==> config.mk <==
export PLATFORM = sky130hd
export DESIGN_NAME = bus_apb_bridge
export DESIGN_NICKNAME = d
export VERILOG_FILES = /design/src/rtl/bus_apb_bridge.sv
export SDC_FILE = /design/constraint.sdc
export NUM_CORES = 1
export LEC_CHECK = 0
export ABC_CLOCK_PERIOD_IN_PS = 1800
export CORE_MARGIN = 2
export CORE_UTILIZATION = 40
export CTS_CLUSTER_SIZE = 25
export DETAILED_ROUTE_END_ITERATION = 7
export PLACE_DENSITY = 0.76
export SYNTH_ARGS = -nofsm -noshare
export SYNTH_HDL_FRONTEND = slang
export SYNTH_SLANG_ARGS = --single-unit
==> constraint.sdc <==
create_clock -name clk -period 1.8 [get_ports clk]
set_input_delay 0.18 -clock clk [delete_from_list [all_inputs] [get_ports clk]]
set_output_delay 0.18 -clock clk [all_outputs]
set_load 0.01 [all_outputs]
==> src/rtl/bus_apb_bridge.sv <==
// bus_apb_bridge: generic single-request bus (slave side) to APB4 master.
// One transfer in flight. IDLE -> SETUP -> ACCESS (waits on pready) -> RESP.
// Optional ACCESS-phase watchdog enabled by defining APB_TIMEOUT_EN.
module bus_apb_bridge #(
  parameter int ADDR_WIDTH     = 32,
  parameter int DATA_WIDTH     = 32,
  parameter int TIMEOUT_CYCLES = 256
) (
  input  logic                    clk,
  input  logic                    rst_n,
  input  logic                    bus_ena,
  input  logic [DATA_WIDTH/8-1:0] bus_wstb,
  input  logic [ADDR_WIDTH-1:0]   bus_addr,
  input  logic [DATA_WIDTH-1:0]   bus_wdata,
  output logic                    bus_ready,
  output logic [DATA_WIDTH-1:0]   bus_rdata,
  output logic                    bus_slverr,
  output logic [ADDR_WIDTH-1:0]   paddr,
  output logic                    psel,
  output logic                    penable,
  output logic                    pwrite,
  output logic [DATA_WIDTH/8-1:0] pstrb,
  output logic [DATA_WIDTH-1:0]   pwdata,
  output logic [2:0]              pprot,
  input  logic [DATA_WIDTH-1:0]   prdata,
  input  logic                    pready,
  input  logic                    pslverr
);

  typedef enum logic [1:0] {IDLE, SETUP, ACCESS, RESP} state_t;

  state_t state, state_nxt;
  logic   timeout;

  assign pprot = 3'b000;

`ifdef APB_TIMEOUT_EN
  localparam int CNT_W = $clog2(TIMEOUT_CYCLES + 1);
  logic [CNT_W-1:0] tmo_cnt;

  // Watchdog: cleared while entering ACCESS, counts ACCESS cycles without pready.
  always_ff @(posedge clk or negedge rst_n) begin
    if (!rst_n)                        tmo_cnt <= '0;
    else if (state == SETUP)           tmo_cnt <= '0;
    else if (state == ACCESS && !pready) tmo_cnt <= tmo_cnt + 1'b1;
  end

  // Expires on the cycle whose increment would reach the limit; pready wins.
  assign timeout = (state == ACCESS) && !pready &&
                   (tmo_cnt == CNT_W'(TIMEOUT_CYCLES - 1));
`else
  assign timeout = 1'b0;
`endif

  // State register.
  always_ff @(posedge clk or negedge rst_n) begin
    if (!rst_n) state <= IDLE;
    else        state <= state_nxt;
  end

  // Next-state logic; bus_ena only matters in IDLE.
  always_comb begin
    state_nxt = state;
    case (state)
      IDLE:    if (bus_ena) state_nxt = SETUP;
      SETUP:   state_nxt = ACCESS;
      ACCESS:  if (pready || timeout) state_nxt = RESP;
      RESP:    state_nxt = IDLE;
      default: state_nxt = IDLE;
    endcase
  end

  // Registered outputs, decoded from the upcoming state so they line up with it.
  always_ff @(posedge clk or negedge rst_n) begin
    if (!rst_n) begin
      psel       <= 1'b0;
      penable    <= 1'b0;
      pwrite     <= 1'b0;
      paddr      <= '0;
      pwdata     <= '0;
      pstrb      <= '0;
      bus_ready  <= 1'b0;
      bus_slverr <= 1'b0;
      bus_rdata  <= '0;
    end else begin
      psel       <= (state_nxt == SETUP) || (state_nxt == ACCESS);
      penable    <= (state_nxt == ACCESS);
      bus_ready  <= (state_nxt == RESP);
      bus_slverr <= 1'b0;
      // Request fields are taken once, at the IDLE edge, and then held.
      if (state == IDLE && bus_ena) begin
        paddr  <= bus_addr;
        pstrb  <= bus_wstb;
        pwdata <= bus_wdata;
        pwrite <= |bus_wstb;
      end
      if (state == ACCESS) begin
        if (pready) begin
          bus_rdata  <= pwrite ? '0 : prdata;
          bus_slverr <= pslverr;
        end else if (timeout) begin
          bus_rdata  <= '0;
          bus_slverr <= 1'b1;
        end
      end
    end
  end

endmodule

==> run summary, run 1 <==
Physical implementation.

- The run finished with clean final reports.
- The worst-case clock buffer depth is 2.
- The type of origin of the critical path is a register.
- The floorplan step records an initial core utilization of between 40% and 50%.
- In the CTS report, the clock slew at the register clock pins of the worst setup and hold paths is listed as ~100 ps.
- The final worst-path cycle share is 88.10%.
- The number of maximum-capacitance constraint violations is 0.
- The transition time of the tightest slew-check pin is between 500 and 600 ps.
- The signal arrival time at the worst endpoint is 1830 ps.
- The iteration count recorded for the first detailed-route pass is 4.
- Measured along the y axis, the die boundary spans roughly 110 um.
- The via count of the first global-routing pass is 3157.
- The top cell type by instance count after synthesis is dfrtp_1.
- Routability-driven placement finished with a final weighted congestion of 0.6718.
- The chip area line in the Yosys stat output reads 0.004318 sq mm.
- The placement-stage worst setup slack is a little under 200 ps.
- The routed design could run at a clock period as short as between 1500 and 2000 ps.
- The net count reported at finish is a little under 600.
- The maximum clock skew at final layout is approximately 12 ps.
- The worst-case reg-to-reg path depth is 5.
- In this run, post-CTS repair resized a total of 0 instances.
- STA reports a reg2reg setup slack of 210 ps.
- The number of warnings reported in the yosys synthesis log is 0.
- Synthesis handed over a netlist of between 200 and 300 instances.
- The setup TNS is 0 ps.
- The peak ir drop on the vdd network is 0.0009122 V.
- In this run the static leakage power is about 3.0 nW.
- The last timing report of the flow puts the setup violation total at 0.
- The critical path is of the reg -> reg type.
- Measured along the x axis, the die boundary spans approximately 110 um.
[run 1: critical path, cell delays in order, from the launching register on]
cell	delay [ps]
dfrtp_1	410
inv_1	100
ha_1	210
mux2_2	360
o22a_1	200
ha_1	200
[run 1: flip-flops by register name (all words and copies together), names as in the netlist]
name,flops
bus_rdata,32
paddr,32
pwdata,32
pstrb,4
state,2
bus_ready,1
bus_slverr,1
penable,1
psel,1
pwrite,1
[run 1: cell usage in the layout, fill, tap and decap left out, types with 2 or more instances in the layout]
cell type	n
buf_4	3
clkbuf_8	9
bufinv_16	2
clkbuf_1	3
buf_12	5
mux2_4	20
mux2_2	77
dfrtp_1	107
clkdlybuf4s50_1	208
nor2b_1	32
clkinvlp_4	2
mux2_1	4
conb_1	3
inv_1	3
ha_1	5
[run 1: metal layers]
layer	vias up	wire (um)	global-route usage [%]
met2	122	5011	29.42
met1	1444	4163	20.79
met3	6	792	5.206
met5	-	0	0
met4	0	74	5.220
li1	1356	-	-
[run 1: power breakdown]
part           leakage, nW  internal, mW  total [mW]  switching, mW
sequential            1.33          3.52        4.07          0.558
combinational         1.58          3.39        5.30           1.91
clock               0.0968         0.787        1.56          0.777
total                 3.01          7.69        10.9           3.25
[run 1: how the worst max path moves through the flow]
| stage | start | to | cells after the start | slack (ps) |
|---|---|---|---|---|
| after floorplan | state[0] | bus_ready | 5 | 320 |
| after global placement | bus_ena | pwdata[22] | 4 | 230 |
| after detailed placement | bus_ena | paddr[8] | 4 | 200 |
| after CTS | state[0] | bus_ready | 5 | 200 |
| after global routing | state[0] | psel | 6 | 70 |
| final | state[0] | bus_ready | 5 | 210 |
[run 1: per-stage QoR]
stage	instance area [sq um]	utilization, %
4_1_cts	6824	65.51
3_5_place_dp	6604	63.40
6_report	6824	65.51
3_3_place_gp	6604	63.40
2_1_floorplan	4325	-
5_1_grt	6824	65.51
[run 1: area by class of cell]
class / count / area [sq um]
Timing Repair Buffer: 217 / 2215
Tap cell: 136 / 170.2
Sequential cell: 107 / 2678
Clock buffer: 12 / 135.1
Fill cell: 841 / 3592
Inverter: 3 / 11.26
Clock inverter: 4 / 75.07
Multi-Input combinational cell: 149 / 1540
[run 1: cell families after synthesis]
| logic type | count (synthesis) | synth area share, % |
|---|---|---|
| fa+ha+maj | 5 | 1.449 |
| buf+inv | 19 | 2.666 |
| compound gates | 4 | 0.6086 |
| flops | 107 | 62.01 |
| mux | 101 | 28.08 |
| simple gates | 36 | 5.100 |
| other cells | 1 | 0.08685 |
[run 1: repair_timing]
item,in CTS,in global routing
hold buffers,1,0
hold endpoints to repair,107,0
setup buffers,0,0
**Run 1: register map, names as in the netlist**

Bar = 20 um. Other sequential cells in the stronger grey, the rest of the logic in the fainter grey.
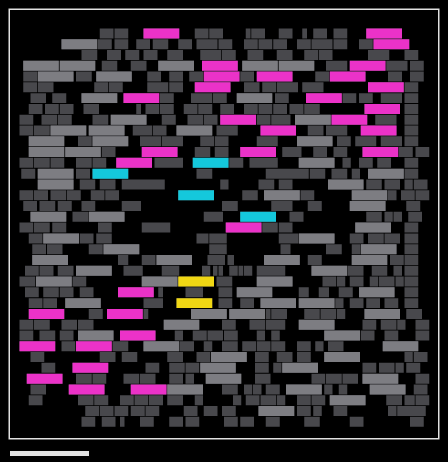
`paddr`: in magenta, sequential cells 32, where spread over the die. `pstrb`: in cyan, sequential cells 4, where centre. `state`: in yellow, sequential cells 2.
Another 69 sequential cells are not coloured.

**Run 1: placement by cell class**

Bar = 20 um. Fill, decap, tap and diode cells in grey.
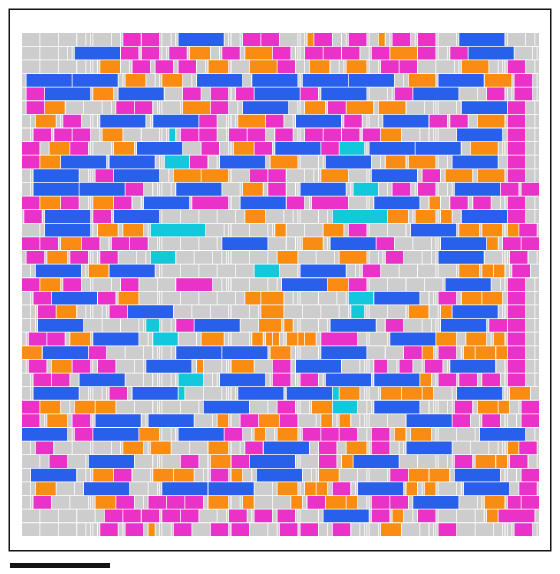
clock drivers and dummy loads: in cyan, cells 16, share of their area 3.2%. remaining buffers and delay cells: in magenta, cells 217, share of their area 33%. remaining logic cells: in orange, cells 152, share of their area 23%. sequential cells: in blue, cells 107, share of their area 40%.

**Run 1: wiring by layer**

Bar = 20 um. Only two layers are drawn.
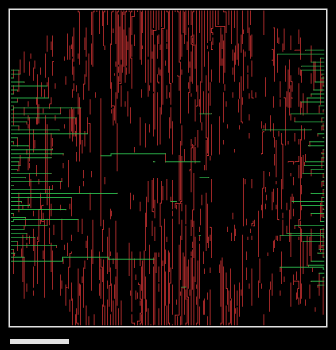
M3: in green, wire length 793 um. M2: in red, wire length 5010 um.

## Run 2: what changed since run 1
- CELL_PAD_IN_SITES_DETAIL_PLACEMENT: unset -> 1
- CELL_PAD_IN_SITES_GLOBAL_PLACEMENT: unset -> 1
- CORE_UTILIZATION: 40 -> 31
- CTS_BUF_LIST: unset -> sky130_fd_sc_hd__clkbuf_8 sky130_fd_sc_hd__clkbuf_16
- PLACE_DENSITY: 0.76 -> 0.75
**Run 2: cell density map**

12 x 12 tiles, from black (low) to pale yellow (high), 0 to 100% covered.
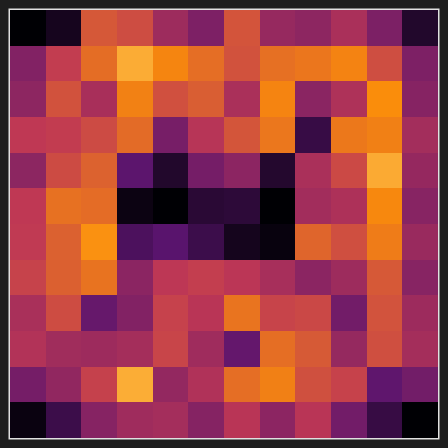
2.8% of the tiles are nearly empty. The fullest tile reaches 82%. The emptiest ninth of the die: centre.

**Run 2: routing congestion**

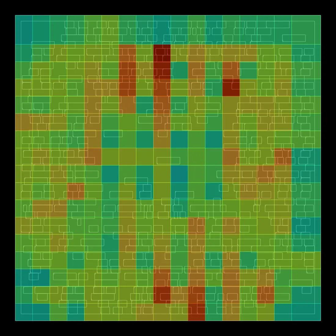
GRT Util Overall: 15.53%
busiest grt layer: met2

**Run 2: register map, names as in the netlist**

Bar = 20 um. Other sequential cells in the stronger grey, the rest of the logic in the fainter grey.
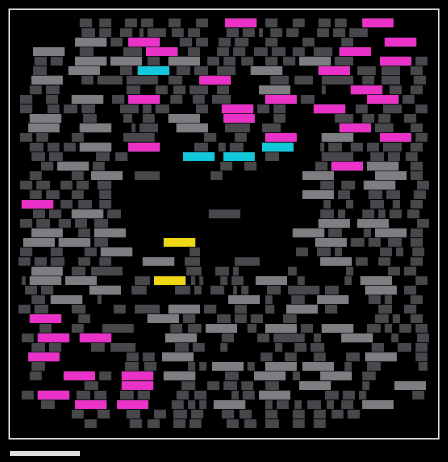
`paddr`: in magenta, sequential cells 32, where spread over the die. `state`: in yellow, sequential cells 2. `pstrb`: in cyan, sequential cells 4.
Another 69 sequential cells are not coloured.

==> run summary, run 2 <==
Physical implementation.

- The registers reported with the highest flop counts are bus_rdata x32, paddr x32, pwdata x32.
- The area share of xor/xnor cells in the synthesized design is 0% (unchanged).
- The number of post-CTS setup repair buffers is 0 (unchanged).
- The clock transition at the registers of the reported paths is 70 ps (-30 ps).
- The number of warnings reported in the yosys synthesis log is 0 (unchanged).
- The area fraction in and, or, nand and nor cells after synthesis is 5.100% (unchanged).
- The number of instances in the synthesized netlist is 273 (unchanged).
- The maximum clock skew at final layout came to 8.733 ps (-3.108 ps).
- The final worst-path cycle share is 90.47% (+2.4 points).
- The net count reported at finish is 599 (+0.34%).
- The top cell type by instance count after synthesis is dfrtp_1.
- The capture point of the critical path was reported as pwdata[8].
- The sequential cell fraction of total power is 36.8% (-0.5 points).
- The worst-case reg-to-reg path depth is 5 (unchanged).
- The internal power component is 7.815 mW (+1.6%).
- The worst-case clock buffer depth was 2 (unchanged).
- The die extent in y is 122.0 um (+13%).
- The register-to-register setup slack is 170 ps (-40 ps).
- The critical path in this run is classified as reg -> reg.
- Broken down by cell family, the worst path's largest delay share belongs to flip-flops.
- Per the cell usage report, the commonest logic cell in the layout is clkdlybuf4s50_1.
- The weighted congestion reported at the end of routability-driven placement came to 0.7652 (+14%).
- The switching power is 3.378 mW (+4.0%).
- The post-synthesis mux area share was 28.08% (unchanged).
- The via count of the first global-routing pass is 3404 (+7.8%).
- The peak per-stage delay on the critical path is 370 ps (-40 ps).
- Ranking logic cells in the layout by count gives the top entries 208 x clkdlybuf4s50_1, 107 x dfrtp_1, 77 x mux2_2.
- The peak ir drop on the vdd network is 0.0007677 V (-16%).
- STA classifies the critical path startpoint as a register.
- In this run the critical path is formed by inv_1, ha_1, nand2_4, buf_12, mux2_2.
- The main combinational cell family by area after synthesis is multiplexers.
- The number of maximum-capacitance constraint violations is 0 (unchanged).
- The clock network power share came to 15.5% (+1.2 points).
- For reference, the critical path is launched at state[0].
- The leakage power total came to 3.049 nW (+1.4%).
- The chip area in the Yosys report is 0.004318 sq mm (unchanged).
- The total iterations of the first detailed-routing run came to 3 (-1).
- The filler cell count came to 1376 (+64%).
- The minimum period implied by the final worst setup slack came to 1629 ps (+42.77 ps).
- The setup-violating endpoint count in the final report is 0 (unchanged).
- The proportion of total power due to net switching was 30.18% (+0.48 points).
- The run finished with clean final reports.
==> run 2: how the worst min path moves through the flow <==
stage,to,cells past startpoint,startpoint,slack [ps]
detailed placement,bus_rdata[24],1,rst_n,250
floorplan,bus_rdata[0],0,rst_n,-120
global route,pwdata[18],2,bus_wdata[18],430
global placement,bus_rdata[24],1,rst_n,250
finish,bus_rdata[24],2,rst_n,400
CTS,bus_rdata[24],2,rst_n,420
==> run 2: worst reg2reg max path: stages (launching register included) <==
cell and delay [ps]:
dfrtp_1 370, inv_1 90, ha_1 260, nand2_4 200, buf_12 230, mux2_2 370
==> run 2: repair_timing <==
action                    4_1_cts  5_1_grt
resized                         0        0
hold buffers                    1        0
hold endpoints to repair       41        0
==> run 2: cells by family after synthesis <==
group | Yosys count
simple gates | 36
fa+ha+maj | 5
compound gates | 4
mux | 101
buf+inv | 19
flops | 107
other cells | 1
==> run 2: layout make-up <==
class	instances	area (sq um)	share of cell area, %
clock buffers	9	225.2	3.241
clock inverters	5	26.28	0.3782
inverters	3	11.26	0.1621
multi-input cells	149	1540	22.17
flip-flops and latches	107	2678	38.54
well taps	180	225.2	3.241
repair buffers	219	2242	32.27
==> run 2: per-layer routing <==
metal	share of wire, %	vias to the layer above	global-route usage [%]
li1	-	1359	-
met1	40	1479	18.55
met2	50	119	25.59
met3	8.4	15	5.478
met4	1.7	0	6.178
met5	0	-	0
==> run 2: per-stage QoR <==
| stage | worst slack, ps | hold slack (ps) | cells | instance area [sq um] |
|---|---|---|---|---|
| 2_1_floorplan | 321.0 | -115.6 | 275 | 4325 |
| 3_3_place_gp | 172.0 | 247.2 | 657 | 6686 |
| 3_5_place_dp | 155.9 | 253.4 | 657 | 6686 |
| 4_1_cts | 152.9 | 416.3 | 672 | 6948 |
| 5_1_grt | 95.91 | 431.6 | 672 | 6948 |
| 6_report | 171.5 | 403.4 | 672 | 6948 |
==> run 2: power by group through the flow <==
| stage | Combinational (mW) | Clock [mW] | Sequential (mW) |
|---|---|---|---|
| after floorplan | 1.89 | 0 | 4.61 |
| after global placement | 5.28 | 0 | 4.09 |
| after detailed placement | 5.42 | 0 | 4.16 |
| after CTS | 5.44 | 1.82 | 4.13 |
| after global routing | 5.74 | 1.92 | 4.25 |
| final | 5.34 | 1.74 | 4.12 |
Power and IR drop assume default switching activity.
